`src/rtl/lcd_pkg.sv`:
```
// Shared types for the ILI9341-style SPI byte writer: FSM states, FIFO entry layout,
// and the SCK half-period helper.
package lcd_pkg;

  localparam int unsigned DATA_W         = 8;
  localparam int unsigned TICKS_PER_BYTE = 2 * DATA_W;
  localparam int unsigned TICK_CNT_W     = $clog2(TICKS_PER_BYTE);

  typedef enum logic [1:0] {
    ST_IDLE  = 2'd0,
    ST_SETUP = 2'd1,
    ST_SHIFT = 2'd2,
    ST_HOLD  = 2'd3
  } lcd_state_e;

  typedef struct packed {
    logic              dc;
    logic [DATA_W-1:0] data;
  } lcd_entry_t;

  // System clock cycles per SCK half-period; 0 means the requested rate is unreachable.
  function automatic int unsigned sck_half_cycles(input int unsigned f_in,
                                                  input int unsigned f_sck);
    return (f_sck == 0) ? 0 : f_in / f_sck / 2;
  endfunction

endpackage

```
`src/rtl/lcd_byte_fifo.sv`:
```
// Synchronous first-word-fall-through FIFO of {dc,data} entries.
// Pushes while full and pops while empty are ignored.
module lcd_byte_fifo
  import lcd_pkg::*;
#(
  parameter int unsigned DEPTH = 4
) (
  input  logic       i_clk,
  input  logic       rst,
  input  logic       i_push,
  input  lcd_entry_t i_entry,
  input  logic       i_pop,
  output lcd_entry_t o_entry,
  output logic       o_full,
  output logic       o_empty
);

  localparam int unsigned AW = (DEPTH > 1) ? $clog2(DEPTH) : 1;
  localparam int unsigned PW = AW + 1;

  generate
    if (DEPTH < 2 || (DEPTH & (DEPTH - 1)) != 0) begin : g_bad_depth
      $error("lcd_byte_fifo: DEPTH must be a power of 2 and >= 2");
    end
  endgenerate

  lcd_entry_t        mem_q [DEPTH];
  lcd_entry_t        mem_d [DEPTH];
  logic     [PW-1:0] wr_q, wr_d;
  logic     [PW-1:0] rd_q, rd_d;
  logic              push_ok;
  logic              pop_ok;

  // Extra pointer MSB distinguishes full from empty when the indices match.
  assign o_empty = (wr_q == rd_q);
  assign o_full  = (wr_q[AW] != rd_q[AW]) && (wr_q[AW-1:0] == rd_q[AW-1:0]);
  assign o_entry = mem_q[rd_q[AW-1:0]];

  always_comb begin
    push_ok = i_push && !o_full;
    pop_ok  = i_pop && !o_empty;
    mem_d   = mem_q;
    wr_d    = wr_q;
    rd_d    = rd_q;
    if (push_ok) begin
      mem_d[wr_q[AW-1:0]] = i_entry;
      wr_d                = wr_q + PW'(1);
    end
    if (pop_ok) begin
      rd_d = rd_q + PW'(1);
    end
  end

  always_ff @(posedge i_clk or negedge rst) begin
    if (!rst) begin
      wr_q <= '0;
      rd_q <= '0;
      for (int i = 0; i < int'(DEPTH); i++) begin
        mem_q[i] <= '0;
      end
    end else begin
      wr_q  <= wr_d;
      rd_q  <= rd_d;
      mem_q <= mem_d;
    end
  end

endmodule

```
`src/rtl/lcd_spi_writer.sv`:
```
// Buffered SPI mode-0 writer for ILI9341-style panels: streams {dc,byte} entries
// MSB first, holding CS low across back-to-back bytes.
module lcd_spi_writer
  import lcd_pkg::*;
#(
  parameter int unsigned FREQUENCY_IN  = 100_000_000,
  parameter int unsigned FREQUENCY_SCK = 10_000_000,
  parameter int unsigned FIFO_DEPTH    = 4
) (
  input  logic              i_clk,
  input  logic              rst,
  input  logic              i_valid,
  input  logic              i_dc,
  input  logic [DATA_W-1:0] i_data,
  output logic              o_ready,
  output logic              o_sck,
  output logic              o_mosi,
  output logic              o_dc,
  output logic              o_cs_n,
  output logic              o_busy
);

  localparam int unsigned HALF  = sck_half_cycles(FREQUENCY_IN, FREQUENCY_SCK);
  localparam int unsigned CNT_W = (HALF > 1) ? $clog2(HALF) : 1;

  generate
    if (HALF < 1) begin : g_bad_half
      $error("lcd_spi_writer: FREQUENCY_SCK too high for FREQUENCY_IN (half period < 1 cycle)");
    end
  endgenerate

  lcd_state_e              state_q, state_d;
  logic [CNT_W-1:0]        cnt_q, cnt_d;
  logic [TICK_CNT_W-1:0]   bit_cnt_q, bit_cnt_d;
  logic [DATA_W-1:0]       sr_q, sr_d;
  logic                    sck_q, sck_d;
  logic                    mosi_q, mosi_d;
  logic                    dc_q, dc_d;
  logic                    cs_n_q, cs_n_d;
  logic                    tick;
  logic                    fifo_pop;
  logic                    fifo_full;
  logic                    fifo_empty;
  lcd_entry_t              fifo_head;
  lcd_entry_t              push_entry;

  assign push_entry = '{dc: i_dc, data: i_data};

  lcd_byte_fifo #(
    .DEPTH (FIFO_DEPTH)
  ) u_fifo (
    .i_clk   (i_clk),
    .rst     (rst),
    .i_push  (i_valid),
    .i_entry (push_entry),
    .i_pop   (fifo_pop),
    .o_entry (fifo_head),
    .o_full  (fifo_full),
    .o_empty (fifo_empty)
  );

  assign tick    = (state_q != ST_IDLE) && (cnt_q == CNT_W'(HALF - 1));
  assign o_ready = !fifo_full;
  assign o_busy  = (state_q != ST_IDLE) || !fifo_empty;
  assign o_sck   = sck_q;
  assign o_mosi  = mosi_q;
  assign o_dc    = dc_q;
  assign o_cs_n  = cs_n_q;

  // Next-state and output logic; every SCK edge lands on a half-period tick.
  always_comb begin
    state_d   = state_q;
    cnt_d     = tick ? '0 : cnt_q + CNT_W'(1);
    bit_cnt_d = bit_cnt_q;
    sr_d      = sr_q;
    sck_d     = sck_q;
    mosi_d    = mosi_q;
    dc_d      = dc_q;
    cs_n_d    = cs_n_q;
    fifo_pop  = 1'b0;

    unique case (state_q)
      ST_IDLE: begin
        cnt_d  = '0;
        sck_d  = 1'b0;
        cs_n_d = 1'b1;
        if (!fifo_empty) begin
          fifo_pop  = 1'b1;
          state_d   = ST_SETUP;
          sr_d      = fifo_head.data;
          mosi_d    = fifo_head.data[DATA_W-1];
          dc_d      = fifo_head.dc;
          cs_n_d    = 1'b0;
          bit_cnt_d = '0;
        end
      end

      ST_SETUP: begin
        if (tick) begin
          state_d = ST_SHIFT;
        end
      end

      ST_SHIFT: begin
        if (tick) begin
          bit_cnt_d = bit_cnt_q + TICK_CNT_W'(1);
          sck_d     = !sck_q;
          if (sck_q) begin
            if (bit_cnt_q == TICK_CNT_W'(TICKS_PER_BYTE - 1)) begin
              // Last falling edge: chain the next byte without releasing CS.
              if (!fifo_empty) begin
                fifo_pop = 1'b1;
                sr_d     = fifo_head.data;
                mosi_d   = fifo_head.data[DATA_W-1];
                dc_d     = fifo_head.dc;
              end else begin
                state_d = ST_HOLD;
              end
            end else begin
              sr_d   = sr_q << 1;
              mosi_d = sr_q[DATA_W-2];
            end
          end
        end
      end

      ST_HOLD: begin
        sck_d = 1'b0;
        if (tick) begin
          state_d = ST_IDLE;
          cs_n_d  = 1'b1;
        end
      end

      default: begin
        state_d = ST_IDLE;
      end
    endcase
  end

  always_ff @(posedge i_clk or negedge rst) begin
    if (!rst) begin
      state_q   <= ST_IDLE;
      cnt_q     <= '0;
      bit_cnt_q <= '0;
      sr_q      <= '0;
      sck_q     <= 1'b0;
      mosi_q    <= 1'b0;
      dc_q      <= 1'b0;
      cs_n_q    <= 1'b1;
    end else begin
      state_q   <= state_d;
      cnt_q     <= cnt_d;
      bit_cnt_q <= bit_cnt_d;
      sr_q      <= sr_d;
      sck_q     <= sck_d;
      mosi_q    <= mosi_d;
      dc_q      <= dc_d;
      cs_n_q    <= cs_n_d;
    end
  end

endmodule

```
`config.mk`:
```
export PLATFORM = sky130hd
export DESIGN_NAME = lcd_spi_writer
export DESIGN_NICKNAME = d
export VERILOG_FILES = /design/src/rtl/lcd_pkg.sv /design/src/rtl/lcd_byte_fifo.sv /design/src/rtl/lcd_spi_writer.sv
export SDC_FILE = /design/constraint.sdc
export NUM_CORES = 1
export LEC_CHECK = 0
export CORE_MARGIN = 10
export CORE_UTILIZATION = 49
export DETAILED_ROUTE_END_ITERATION = 12
export PLACE_DENSITY = 0.67
export SYNTH_ARGS = -nofsm -noshare
export SYNTH_HDL_FRONTEND = slang
export SYNTH_SLANG_ARGS = --single-unit
```
`constraint.sdc`:
```
create_clock -name i_clk -period 2.1 [get_ports i_clk]
set_input_delay 0.42 -clock i_clk [delete_from_list [all_inputs] [get_ports i_clk]]
set_output_delay 0.42 -clock i_clk [all_outputs]
set_load 0.05 [all_outputs]
```
Run 1, the metal 1 layer:
Scale bar: 20 um.
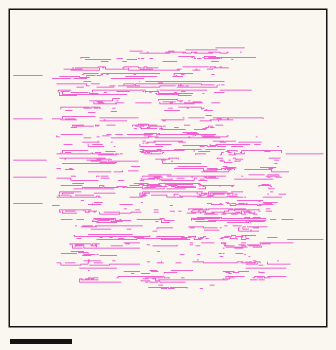
252 nets have wire on it. The longest straight run is 25.3 um. The layer holds 48% of the routed length. The layer carries 2860 um of wire.

Run 1, where the registers sit:
Scale bar: 20 um. Other sequential cells in the stronger grey, the rest of the logic in the fainter grey.
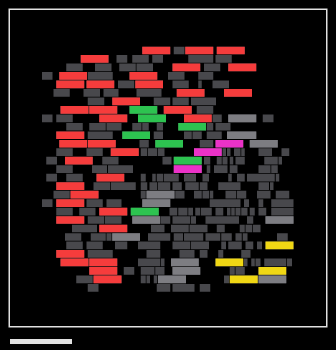
sr_q: drawn in green, flops 7, where centre. cnt_q: drawn in magenta, flops 3. u_fifo.mem_q: drawn in red, flops 36. bit_cnt_q: drawn in yellow, flops 4, where lower right.
Another 12 sequential cells are not coloured.

==> results.txt, run 1 <==
Post-synth EDFFs - 0
Avg Cell Area, Syn - 14.6 um2
clock-cell share of area - 0.0525
TritonCTS Sinks - 62
Syn Inst Count - 222
top cells, area - dfrtp_1 47%, mux2_4 17%, mux4_2 6.2%
max cap viols - 0
Log Warnings - 35
Clk Tree Root Cell - clkbuf_8
Ports - 18
core area - 6390 um2
measured slew at the worst slew-check pin - 0.543 ns
largest cell class by area - multi-input combinational cells
Global Route Usage Sum - 0.131
Biggest register - u_fifo.mem_q
maximum VDD drop - 0.616 mV
leading area contributor after synthesis - dfrtp_1
TritonCTS Buffers - 9
outcome - finished, final reports clean
Yosys top cell by instances - dfrtp_1
Row Count - 29
Final GP Congestion - 0.753
Mapped Area - 3250 um2
Post-synth seq share - 0.478
P_clk - 1060 uW
Comb gates - 146
CP cell instances - clkdlybuf4s50_1
Run 1, layout detail:
Scale bar: 20 um. Region (26, 46) to (76, 96) um. Cells in grey, sequential cells in the stronger grey; small squares are vias.
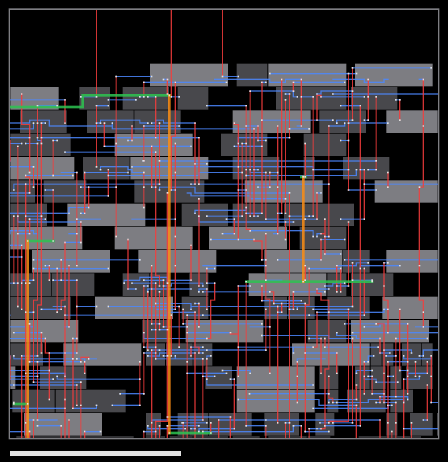
metal 4: drawn in orange. metal 1: drawn in blue. metal 3: drawn in green. metal 2: drawn in red.
Sequential cells in the window: 30. Netlist names of flops here include u_fifo.mem_q (19), sr_q (6), cnt_q (3). 98 logic cells have their middle in the window. Most frequent: dfrtp_1 (29), mux2_4 (18).

Run 1, pin map:
Scale bar: 20 um. Pins as bars across the die edge, other pins in grey.
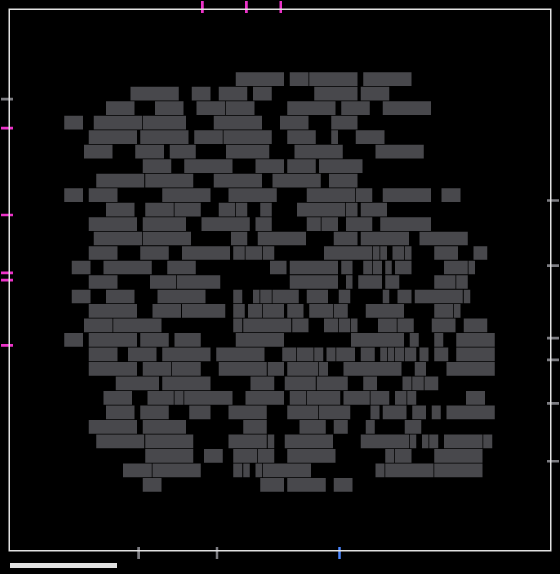
i_data: drawn in magenta, pins 8, direction input, edge 5 left, 3 top. i_valid: drawn in blue, pins 1, direction input, edge bottom.
All pins by edge: 6 left, 6 right, 3 top, 3 bottom.

[run 1: how the worst max path moves through the flow]
stage                         startpoint              to  slack (ns)  cells past startpoint
after floorplan               state_q[1]      state_q[1]       -0.02                      6
after global placement        state_q[0]  u_fifo.rd_q[1]        0.22                      6
after detailed placement      state_q[0]  u_fifo.rd_q[1]        0.17                      6
after CTS                 u_fifo.wr_q[1]          o_busy        0.07                      3
after global routing          state_q[1]          o_busy      -0.003                      4
final                              o_sck           o_sck         0.1                      1
[run 1: placed cells by master (no fill, tap or decap), drive strengths merged, types with 2 or more instances in the layout]
cell           instances
clkinv                 2
nor3                   4
inv                    9
and3                   2
o22ai                  7
o211ai                 3
xnor2                  7
xor2                   5
mux2                  39
clkdlybuf4s50         13
nand4                  3
a21oi                  2
clkbuf                12
o31ai                  2
nand2                 11
mux4                   9
nor2b                  2
ha                    13
mux2i                  2
a2bb2oi                7
nor2                   2
nand3                  7
buf                   11
dfrtp                 61
o21ai                  8
[run 1: metrics by stage]
step	total power [uW]	hold slack [ns]
after floorplan	3060	0.124
after global placement	3300	0.450
after detailed placement	3360	0.455
after CTS	4430	0.0899
after global routing	4620	0.102
final	4380	0.0609
[run 1: cell families (layout without fill, tap and decap cells)]
logic type                 Yosys count  count (layout)  synth area share
and+or+nand+nor                     34              34            0.0763
buffers and inverters               14              48            0.0235
muxes                               50              50             0.246
DFF                                 62              62             0.478
adders and majority gates           13              13            0.0501
AOI/OAI and AO/OA                   37              37            0.0891
xor gates and xnor gates            12              12            0.0370
[run 1: timing repair]
action / CTS / global route
gates resized: 0 / 1
hold buffers: 0 / 0
endpoints found under the setup margin: 0 / 2
endpoints found under the hold margin: 0 / 0
buffers inserted: 0 / 1
Run 1, clock routing:
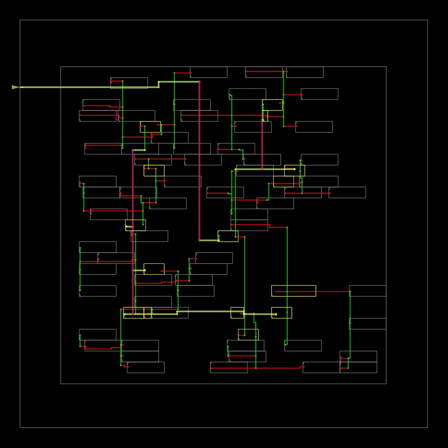

==> run 2, diff against run 1 <==
CTS_CLUSTER_DIAMETER = 150   (was default)
SETUP_SLACK_MARGIN = 0.15   (was default)
Run 2, clock routing:
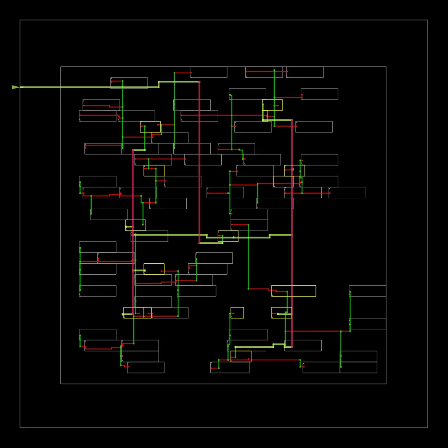
P_clk: 1060 uW
final clock skew: 0.00850 ns

==> results.txt, run 2 <==
outcome - finished, final reports clean
most frequent logic cell in the layout - dfrtp_1
TritonCTS Buffers - 9 (unchanged)
Adders+Majority by Area - 0.0501 (unchanged)
max cap viols - 0 (unchanged)
AND/OR/NAND/NOR Cells, Area Fraction - 0.0763 (unchanged)
top cells, area - dfrtp_1 47%, mux2_4 17%, mux4_2 6.2%
Clk Tree Root Cell - clkbuf_8
Biggest register - u_fifo.mem_q
Post-synth seq share - 0.478 (unchanged)
Syn Inst Count - 222 (unchanged)
measured slew at the worst slew-check pin - 0.539 ns (-0.00410 ns)
Global Route Usage Sum - 0.131 (+0.000426)
TritonCTS Sinks - 62 (unchanged)
Mapped Area - 3250 um2 (unchanged)
most common logic cells in the final layout - 56 x dfrtp_1, 36 x mux2_4, 13 x buf_4
hold buffer count at cts - 0 (unchanged)
Log Warnings - 37 (+5.7%)
hold slack - 0.0571 ns (-0.00376 ns)
maximum VDD drop - 0.637 mV (+3.4%)
core area - 6390 um2 (unchanged)
Ports - 18 (unchanged)
Row Count - 29 (unchanged)
Yosys top cell by instances - dfrtp_1
Largest logic family - multiplexers
==> run 2: cell counts after synthesis <==
Identical to the previous run, type by type.
==> run 2: through the flow <==
step                      cells  total power [uW]
after detailed placement    317              3360
after floorplan             222              3060
after global placement      317              3300
after global routing        339              4680
final                       339              4460
after CTS                   333              4430
==> run 2: power by group through the flow <==
stage          Combinational (uW)  Sequential (uW)  Clock, uW
2_1_floorplan                1280             1780          0
4_1_cts                      1500             1850       1090
3_5_place_dp                 1490             1860          0
6_report                     1530             1870       1060
5_1_grt                      1630             1920       1130
3_3_place_gp                 1460             1840          0
==> run 2: timing repair <==
action / CTS / global route
setup endpoints to repair: 2 / 15
endpoints found under the hold margin: 0 / 0
gates resized: 1 / 14
setup buffers: 1 / 6
pin swaps: 1 / 6
==> run 2: path summary, 6_finish.rpt <==
kind | from | end | slack [ns]
max | u_fifo.wr_q[2] | o_busy | 0.21
min | rst | state_q[1] | 0.06
max reg2reg | state_q[0] | state_q[1] | 0.27
min reg2reg | cnt_q[0] | cnt_q[0] | 0.48
max in group asynchronous | rst | o_cs_n | 1.70
min in group i_clk | cnt_q[0] | cnt_q[0] | 0.48
==> run 2: cell type report <==
type,instances,area (um2)
timing repair buffer,30,297
inverter,9,33.8
tap,77,96.3
clock inverter,3,43.8
multi-input combinational,146,1700
fill,496,2500
clock buffer,12,155
sequential,62,1560
==> run 2: routing by layer <==
| metal | up-vias | share of wire |
|---|---|---|
| met5 | - | 0 |
| met4 | 0 | 0.026 |
| met3 | 14 | 0.034 |
| met2 | 29 | 0.47 |
| met1 | 969 | 0.47 |
| li1 | 894 | - |
==> run 2: worst max-delay path, stage by stage (launching register included) <==
cell and delay, ns:
dfrtp_2 0.45, xnor2_2 0.23, nand4_1 0.23, buf_12 0.22
Power figures rest on the tool's default switching activity, not on a simulated workload.
